==> images/m2.png <==
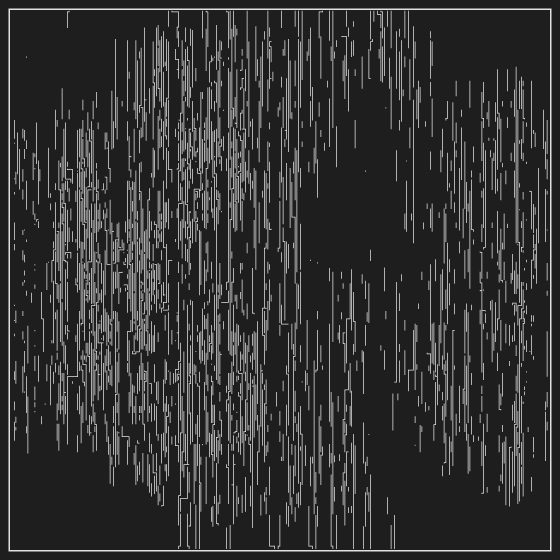
==> images/clock_nets.png <==
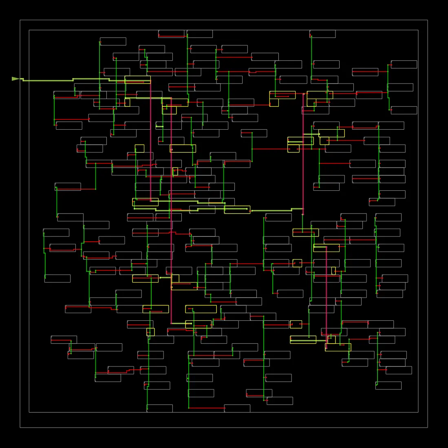
==> images/m3.png <==
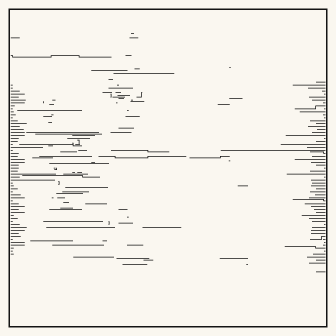
$ cat config.mk
export PLATFORM = sky130hd
export DESIGN_NAME = instr_fetch
export DESIGN_NICKNAME = d
export VERILOG_FILES = /design/src/rtl/riscv_pkg.sv /design/src/rtl/fetch_fifo.sv /design/src/rtl/instr_fetch.sv
export SDC_FILE = /design/constraint.sdc
export NUM_CORES = 1
export LEC_CHECK = 0
export CORE_MARGIN = 3
export CORE_UTILIZATION = 48
export DETAILED_ROUTE_END_ITERATION = 10
export PLACE_DENSITY = 0.88
export SYNTH_ARGS = -nofsm -noshare
export SYNTH_HDL_FRONTEND = slang
export SYNTH_SLANG_ARGS = --single-unit
$ cat constraint.sdc
create_clock -name clk -period 2.4 [get_ports clk]
set_input_delay 0.36 -clock clk [delete_from_list [all_inputs] [get_ports clk]]
set_output_delay 0.36 -clock clk [all_outputs]
set_load 0.05 [all_outputs]
$ cat src/rtl/riscv_pkg.sv
`default_nettype none
// ============================================================================
//  Module   : riscv_pkg
//  Purpose  : Shared constants, types and helpers for the fetch stage.
//  Contents : XLEN, INSTR_NOP, PC_STEP, DEFAULT_RESET_PC, fetch_entry_t,
//             word_align()
//  Revision : 1.0 - initial release
// ============================================================================
package riscv_pkg;

   localparam int              XLEN             = 32;
   localparam logic [XLEN-1:0] INSTR_NOP        = 32'h0000_0013;  // addi x0,x0,0
   localparam logic [XLEN-1:0] PC_STEP          = 32'd4;
   localparam logic [XLEN-1:0] DEFAULT_RESET_PC = 32'h0000_0000;

   // One fetch-queue entry: the instruction together with the PC it came from.
   typedef struct packed {
      logic [XLEN-1:0] pc;
      logic [XLEN-1:0] instr;
   } fetch_entry_t;

   // Fetches are always whole words; low address bits are dropped.
   function automatic logic [XLEN-1:0] word_align(input logic [XLEN-1:0] addr);
      return {addr[XLEN-1:2], 2'b00};
   endfunction

endpackage
`default_nettype wire

$ cat src/rtl/fetch_fifo.sv
`default_nettype none
// ============================================================================
//  Module   : fetch_fifo
//  Purpose  : DEPTH-entry circular queue of {pc, instr} pairs between the
//             instruction memory response path and decode.
//  Ports    : clk, rstN         - clock / async active-low reset
//             i_flush           - empty the queue (wins over push/pop)
//             i_push, i_entry   - write one entry at the tail
//             i_pop             - drop the head entry
//             o_count           - number of valid entries (0..DEPTH)
//             o_head            - entry at the head (stale when empty)
//  Revision : 1.0 - initial release
// ============================================================================
module fetch_fifo
   import riscv_pkg::*;
#(
   parameter int              DEPTH    = 2,
   parameter logic [XLEN-1:0] RESET_PC = DEFAULT_RESET_PC
) (
   input  logic                     clk,
   input  logic                     rstN,
   input  logic                     i_flush,
   input  logic                     i_push,
   input  fetch_entry_t             i_entry,
   input  logic                     i_pop,
   output logic [$clog2(DEPTH):0]   o_count,
   output fetch_entry_t             o_head
);

   localparam int                c_AW      = $clog2(DEPTH);
   localparam logic [c_AW-1:0]   c_PTR_ONE = c_AW'(1);
   localparam logic [c_AW:0]     c_CNT_ONE = (c_AW + 1)'(1);

   fetch_entry_t      r_mem [DEPTH];
   logic [c_AW-1:0]   r_wrPtr;
   logic [c_AW-1:0]   r_rdPtr;
   logic [c_AW:0]     r_count;

   // Storage is reset too so the head reads {RESET_PC, NOP} straight out of
   // reset; DEPTH is small, so this is cheap.
   always_ff @(posedge clk or negedge rstN) begin
      if (!rstN) begin
         for (int i = 0; i < DEPTH; i++) begin
            r_mem[i] <= '{pc: RESET_PC, instr: INSTR_NOP};
         end
         r_wrPtr <= '0;
         r_rdPtr <= '0;
         r_count <= '0;
      end else if (i_flush) begin
         r_wrPtr <= '0;
         r_rdPtr <= '0;
         r_count <= '0;
      end else begin
         if (i_push) begin
            r_mem[r_wrPtr] <= i_entry;
            r_wrPtr        <= r_wrPtr + c_PTR_ONE;   // DEPTH is a power of 2: wraps naturally
         end
         if (i_pop) begin
            r_rdPtr <= r_rdPtr + c_PTR_ONE;
         end
         case ({i_push, i_pop})
            2'b10:   r_count <= r_count + c_CNT_ONE;
            2'b01:   r_count <= r_count - c_CNT_ONE;
            default: r_count <= r_count;             // idle, or push+pop on any level
         endcase
      end
   end

   assign o_count = r_count;
   assign o_head  = r_mem[r_rdPtr];

endmodule
`default_nettype wire

$ cat src/rtl/instr_fetch.sv
`default_nettype none
// ============================================================================
//  Module   : instr_fetch
//  Purpose  : Fetch stage. Holds the PC, issues in-order word fetches over a
//             req/gnt + rvalid bus, buffers responses with their PC and hands
//             them to decode over valid/ready. Redirects flush the queue and
//             discard responses of fetches already in flight.
//  Ports    : clk, rstN                    - clock / async active-low reset
//             redirectValid, redirectPc    - branch/jump redirect
//             imemReq, imemAddr, imemGnt   - fetch request channel
//             imemRvalid, imemRdata        - in-order read response
//             instrValid, instrReady,
//             instr, instrPc               - output to decode
//             fetchCnt, stallCnt           - perf counters (only when
//                                            FETCH_PERF_CNT_EN is defined)
//  Config   : FETCH_PERF_CNT_EN - adds pop and bubble-cycle counters
//  Revision : 1.0 - initial release
// ============================================================================
module instr_fetch
   import riscv_pkg::*;
#(
   parameter logic [XLEN-1:0] RESET_PC = DEFAULT_RESET_PC,
   parameter int              DEPTH    = 2
) (
   input  logic             clk,
   input  logic             rstN,
   input  logic             redirectValid,
   input  logic [XLEN-1:0]  redirectPc,
   output logic             imemReq,
   output logic [XLEN-1:0]  imemAddr,
   input  logic             imemGnt,
   input  logic             imemRvalid,
   input  logic [XLEN-1:0]  imemRdata,
   output logic             instrValid,
   input  logic             instrReady,
   output logic [XLEN-1:0]  instr,
   output logic [XLEN-1:0]  instrPc
`ifdef FETCH_PERF_CNT_EN
   ,
   output logic [31:0]      fetchCnt,
   output logic [31:0]      stallCnt
`endif
);

   // Counters hold 0..DEPTH; the credit sum needs one extra bit.
   localparam int                   c_CNT_W   = $clog2(DEPTH) + 1;
   localparam logic [c_CNT_W-1:0]   c_CNT_ONE = c_CNT_W'(1);
   localparam logic [c_CNT_W:0]     c_DEPTH_V = (c_CNT_W + 1)'(DEPTH);

   logic [XLEN-1:0]     r_pc;          // next fetch address
   logic [XLEN-1:0]     r_respPc;      // PC of the next non-dropped response
   logic [c_CNT_W-1:0]  r_outstanding; // granted, response not yet seen
   logic [c_CNT_W-1:0]  r_dropCnt;     // subset of r_outstanding to discard

   logic [c_CNT_W-1:0]  w_count;
   logic [c_CNT_W:0]    w_used;
   logic                w_fire;
   logic                w_rspTaken;
   logic                w_push;
   logic                w_pop;
   logic [c_CNT_W-1:0]  w_outNext;
   logic [XLEN-1:0]     w_redirPc;
   fetch_entry_t        w_pushEntry;
   fetch_entry_t        w_head;

   // ---------------------------------------------------------------------
   //  Credit and handshakes
   // ---------------------------------------------------------------------
   // Every queue slot is either buffered or reserved by an in-flight fetch,
   // so a response can always be stored. rstN gates the request so it reads
   // low while reset is held, even though the credit terms would allow it.
   assign w_used     = {1'b0, r_outstanding} + {1'b0, w_count};
   assign imemReq    = rstN && !redirectValid && (w_used < c_DEPTH_V);
   assign imemAddr   = r_pc;
   assign w_fire     = imemReq && imemGnt;

   // A response with nothing outstanding is a protocol violation; ignore it.
   assign w_rspTaken = imemRvalid && (r_outstanding != '0);

   // Redirect discards any push or pop of the same cycle.
   assign w_push     = w_rspTaken && (r_dropCnt == '0) && !redirectValid;
   assign w_pop      = instrValid && instrReady && !redirectValid;
   assign w_redirPc  = word_align(redirectPc);

   assign w_pushEntry = '{pc: r_respPc, instr: imemRdata};

   always_comb begin
      w_outNext = r_outstanding;
      if (w_fire) begin
         w_outNext = w_outNext + c_CNT_ONE;
      end
      if (w_rspTaken) begin
         w_outNext = w_outNext - c_CNT_ONE;
      end
   end

   // ---------------------------------------------------------------------
   //  PC, response PC, outstanding and drop tracking
   // ---------------------------------------------------------------------
   always_ff @(posedge clk or negedge rstN) begin
      if (!rstN) begin
         r_pc          <= RESET_PC;
         r_respPc      <= RESET_PC;
         r_outstanding <= '0;
         r_dropCnt     <= '0;
      end else begin
         r_outstanding <= w_outNext;
         if (redirectValid) begin
            r_pc     <= w_redirPc;
            r_respPc <= w_redirPc;
            // Drop everything still in flight after this edge. Fetches that
            // were already marked for dropping are part of r_outstanding, so
            // the new value replaces rather than adds to r_dropCnt; this keeps
            // back-to-back redirects from over-counting.
            r_dropCnt <= w_outNext;
         end else begin
            if (w_fire) begin
               r_pc <= r_pc + PC_STEP;           // wraps at 2^32
            end
            if (w_rspTaken) begin
               if (r_dropCnt != '0) begin
                  r_dropCnt <= r_dropCnt - c_CNT_ONE;
               end else begin
                  r_respPc <= r_respPc + PC_STEP;
               end
            end
         end
      end
   end

   // ---------------------------------------------------------------------
   //  Fetch queue
   // ---------------------------------------------------------------------
   fetch_fifo #(
      .DEPTH    (DEPTH),
      .RESET_PC (RESET_PC)
   ) u_fifo (
      .clk     (clk),
      .rstN    (rstN),
      .i_flush (redirectValid),
      .i_push  (w_push),
      .i_entry (w_pushEntry),
      .i_pop   (w_pop),
      .o_count (w_count),
      .o_head  (w_head)
   );

   assign instrValid = (w_count != '0);
   assign instr      = w_head.instr;
   assign instrPc    = w_head.pc;

   // ---------------------------------------------------------------------
   //  Optional performance counters
   // ---------------------------------------------------------------------
`ifdef FETCH_PERF_CNT_EN
   logic [31:0] r_fetchCnt;
   logic [31:0] r_stallCnt;

   always_ff @(posedge clk or negedge rstN) begin
      if (!rstN) begin
         r_fetchCnt <= '0;
         r_stallCnt <= '0;
      end else begin
         if (w_pop) begin
            r_fetchCnt <= r_fetchCnt + 32'd1;
         end
         // A redirect cycle is a deliberate bubble, not a fetch stall.
         if (!instrValid && !redirectValid) begin
            r_stallCnt <= r_stallCnt + 32'd1;
         end
      end
   end

   assign fetchCnt = r_fetchCnt;
   assign stallCnt = r_stallCnt;
`endif

endmodule
`default_nettype wire

==> design notes <==
The flow ran to the end, and the final reports show no timing, DRC or antenna violations. For this run, the detailed router reports a per-instance via density of 5.62. After detailed placement, the design holds a cell count of 1171.

The worst path needs 2.38 ns of the cycle, external delays included. Per the post-synthesis report, the number of cells in the design is 753. The worst setup path is captured at a primary output.

The clock network power share was 0.203; the signal arrival time at the worst endpoint was 2.02 ns. The worst hold slack after final layout was 0.116 ns; the synthesized area divided by synthesized cell count was 12.3 µm². The worst vdd rail ir drop was 0.533 mV; the global-route wire length before repair was 37300 µm. For the cell-internal power, the log shows 8070 µW. The run gives 0.440 for the fraction of power consumed by combinational cells. Summing all multi-input logic gate instances after layout gives 4270 µm². The highest-delay cell along the critical path is sky130_fd_sc_hd__fa_2.

The chip area line in the Yosys stat output reads 9280 µm². TritonCTS built the clock tree. Static timing analysis puts the maximum clock frequency at 419 MHz. The library cell used most frequently in the layout, excluding fill and tap cells, is sky130_fd_sc_hd__mux2_2. The post-synthesis share of cell area spent on xor and xnor gates works out to 0.0397.

The flip-flop and latch count after synthesis came out at 192. The top-level I/O count came out at 168. The area growth from synthesis to layout is 27.8%. The tools report the die area as 21000 µm².

Across all setup checks in the final design, the least slack found is 0.0153 ns. The report lists the cells along the critical path as and2_4, fa_2, nor4b_4, buf_4, buf_12. The leakage component of the power was reported as 0.00520 µW. The finished design was reported to have a net count of 1006. The vertical die dimension reported for this design is 145 µm.

The post-synthesis adder-cell area fraction is 0.00755. The starting density of the core is 0.493, and the die width is 145 µm. With the number of cells on the critical path at 5, the async set-or-reset flop fraction in the synthesized netlist is 1.00.

The final cell count without fillers came out at 1204. Most frequently used flop master after synthesis: sky130_fd_sc_hd__dfrtp_1. The startpoint of the most critical setup path is r_outstanding[0]. The run gives 0.217 for the total routing usage reported by global routing.

The repair_antennas step left the layout with diodes totalling 0. The type of the tightest min-delay check was in2async. The final timing report lists a max-slew violation count of 0. For this run, the number of Yosys warnings is 0. The report lists the number of standard-cell rows as 50.

The number of synthesized flops with an enable pin is 0. Leaving out fill and tap cells, the most frequent cells in the layout are 191 x sky130_fd_sc_hd__mux2_2, 185 x sky130_fd_sc_hd__dfrtp_1, 95 x sky130_fd_sc_hd__clkdlybuf4s50_1, 93 x sky130_fd_sc_hd__buf_4, 51 x sky130_fd_sc_hd__nand2_1. The cell count in the Yosys report came out at 753. The number of distinct standard cells referenced by the synthesized netlist was 54; the clock transition time at the flip-flop clock pins of the worst setup and hold paths was 0.07 ns.

For the number of setup violations in the final report, the log shows 0. The tools report the sequential share of power as 0.356. At the placement stage, the worst setup path has a slack of -0.0846 ns. With the HPWL after detailed placement at 15500 µm, the final worst-path cycle share is 0.994. The family with the most delay on the worst path was adder cells. Per the timing report, the most critical flop-to-flop path finishes at imemAddr[14]. The total area inside the core boundary comes to 18800 µm². The run gives 0.02 ns for the setup slack on the worst flop-to-flop path. The worst setup path is launched from a flip-flop. Summed over all nets, the switching power comes to 5430 µW. The capture point of the worst path is imemReq. For the CTS H-tree depth, the log shows 4. The tools report the cell at the root of the clock tree as sky130_fd_sc_hd__clkbuf_16. The aoi/oai-family share of the synthesized area was 0.0569; the largest stage delay on the critical path was 0.46 ns. The sequential cell area in the final layout is 4810 µm². The detailed-route DRC error count was 0; the first-pass detailed-route iteration total was 5. Entering global routing, the biggest net connects 79 pins. The simple-gate share of the synthesized area works out to 0.106. The switching portion of total power is 0.402. The run gives 0 as the number of endpoints with negative hold slack in the final report. For reference, the top logic cell family by area is multiplexers. The tools report the critical register-to-register path startpoint as r_outstanding[0]. The run gives 9280 µm² for the synthesized area.

Per the summary, power density relative to cell area is 1140 nW/µm². The total of max-cap violations was 0. The later pin in the worst-skew pair is clocked with a latency of 0.43 ns. TritonRoute output was used to compute an average wire per cell of 18.8 µm. The first routing iteration left 403 violations. Setup repair after global routing could not meet its margin everywhere. The logs give a warning total of 31. The sum of buffers and inverters on the critical path came out at 2. The data required time of the worst path was 2.04 ns; the number of global-route vias before repair was 7046. With the worst slew slack as a fraction of its limit at 0.351, the overflow left after global routing is 0. With the register share after synthesis at 0.519, the setup TNS is 0 ns.

The multiplexer share of the synthesized area works out to 0.241.
-- m2.png (at the start) --
The layer holds 46% of the routed length. The longest straight run is 47.3 µm. The layer carries 10500 µm of wire.
vias after detailed routing: 6769
met2 global-route usage: 0.340
wire length after detailed routing: 22600 µm

-- clock_nets.png (at the start) --
count of clock buffers in the final design: 19
post-route clock skew: 0.0116 ns
number of buffers inserted during clock tree synthesis: 17
number of clock sinks: 192

-- m3.png (at the start) --
The layer carries 1530 µm of wire. The longest straight run is 47.8 µm. The wires run mostly horizontal. 178 nets have wire on it. The layer holds 6.8% of the routed length.
met3 capacity usage during global routing: 0.0447

-- kinds of logic after synthesis --
| logic type | Yosys count |
|---|---|
| and+or+nand+nor | 177 |
| xor gates and xnor gates | 42 |
| AOI/OAI and AO/OA | 82 |
| DFF | 192 |
| adders and majority gates | 5 |
| buffers and inverters | 55 |
| other | 1 |
| muxes | 199 |
-- how the worst min path moves through the flow --
stage	from	cells after the start	end	slack [ns]
2_1_floorplan	rstN	0	imemAddr[10]	0.06
3_3_place_gp	u_fifo.r_mem[58]	2	u_fifo.r_mem[58]	0.46
3_5_place_dp	u_fifo.r_mem[55]	2	u_fifo.r_mem[55]	0.47
4_1_cts	rstN	2	imemAddr[5]	0.11
5_1_grt	rstN	2	imemAddr[7]	0.15
6_report	rstN	2	r_outstanding[0]	0.12
-- metrics by stage --
step                      power, µW  utilization  instance area (µm²)
after global placement        10600        0.597                11200
after CTS                     13600        0.628                11800
after global routing          14100        0.630                11900
final                         13500        0.630                11900
after detailed placement      10800        0.597                11200
after floorplan                8970            -                 9330
-- cell usage after synthesis (all sizes together), types with 12 or more instances --
cell type,n,area share
nand3,28,0.015
clkbuf,19,0.0077
nor3,16,0.0092
xor2,20,0.019
nand2,52,0.021
and3,12,0.0081
nand4,15,0.012
mux2,197,0.24
nor2,19,0.0077
dfrtp,186,0.50
xnor2,22,0.021
o21ai,35,0.019
buf,24,0.016
inv,12,0.0049
-- final cells by class --
| class | count | area share |
|---|---|---|
| clock buffer | 19 | 0.0374 |
| clock inverter | 13 | 0.0109 |
| inverter | 12 | 0.00380 |
| multi-input combinational | 509 | 0.360 |
| sequential | 192 | 0.406 |
| tap | 260 | 0.0274 |
| timing repair buffer | 199 | 0.155 |
-- power groups by stage --
| stage | sequential (µW) | clock [µW] | combinational (µW) |
|---|---|---|---|
| after floorplan | 4870 | 0 | 4110 |
| after global placement | 4780 | 0 | 5860 |
| after detailed placement | 4860 | 0 | 5960 |
| after CTS | 4800 | 2810 | 5990 |
| after global routing | 4940 | 2940 | 6270 |
| final | 4810 | 2740 | 5950 |
-- registers in the layout, indices dropped and copies added (netlist names) --
name / count
u_fifo.r_mem: 124
imemAddr: 30
r_respPc: 30
r_dropCnt: 2
r_outstanding: 2
u_fifo.o_count: 2
u_fifo.r_rdPtr: 1
u_fifo.r_wrPtr: 1
-- timing repair --
item                                    CTS  global route
endpoints found under the hold margin     0             0
pin swaps                                 2             3
hold buffers                              0             0
buffers inserted                          1             0
gates resized                             3             7
endpoints found under the setup margin   22            16
-- routing by layer --
layer | up-vias | global-route usage | share of wire
met5 | - | 0 | 0
met4 | 0 | 0.0603 | 0.014
met3 | 28 | 0.0447 | 0.068
met2 | 275 | 0.340 | 0.46
met1 | 3378 | 0.309 | 0.46
li1 | 3088 | - | -
-- worst reg2reg max path: cells and delay by family (launching register included) --
| family | cells | cell delay, ns |
|---|---|---|
| adders and majority gates | 1 | 0.46 |
| DFF | 1 | 0.37 |
| and+or+nand+nor | 4 | 0.73 |
| buffers and inverters | 2 | 0.43 |
| AOI/OAI and AO/OA | 2 | 0.30 |
Power and IR drop assume default switching activity.
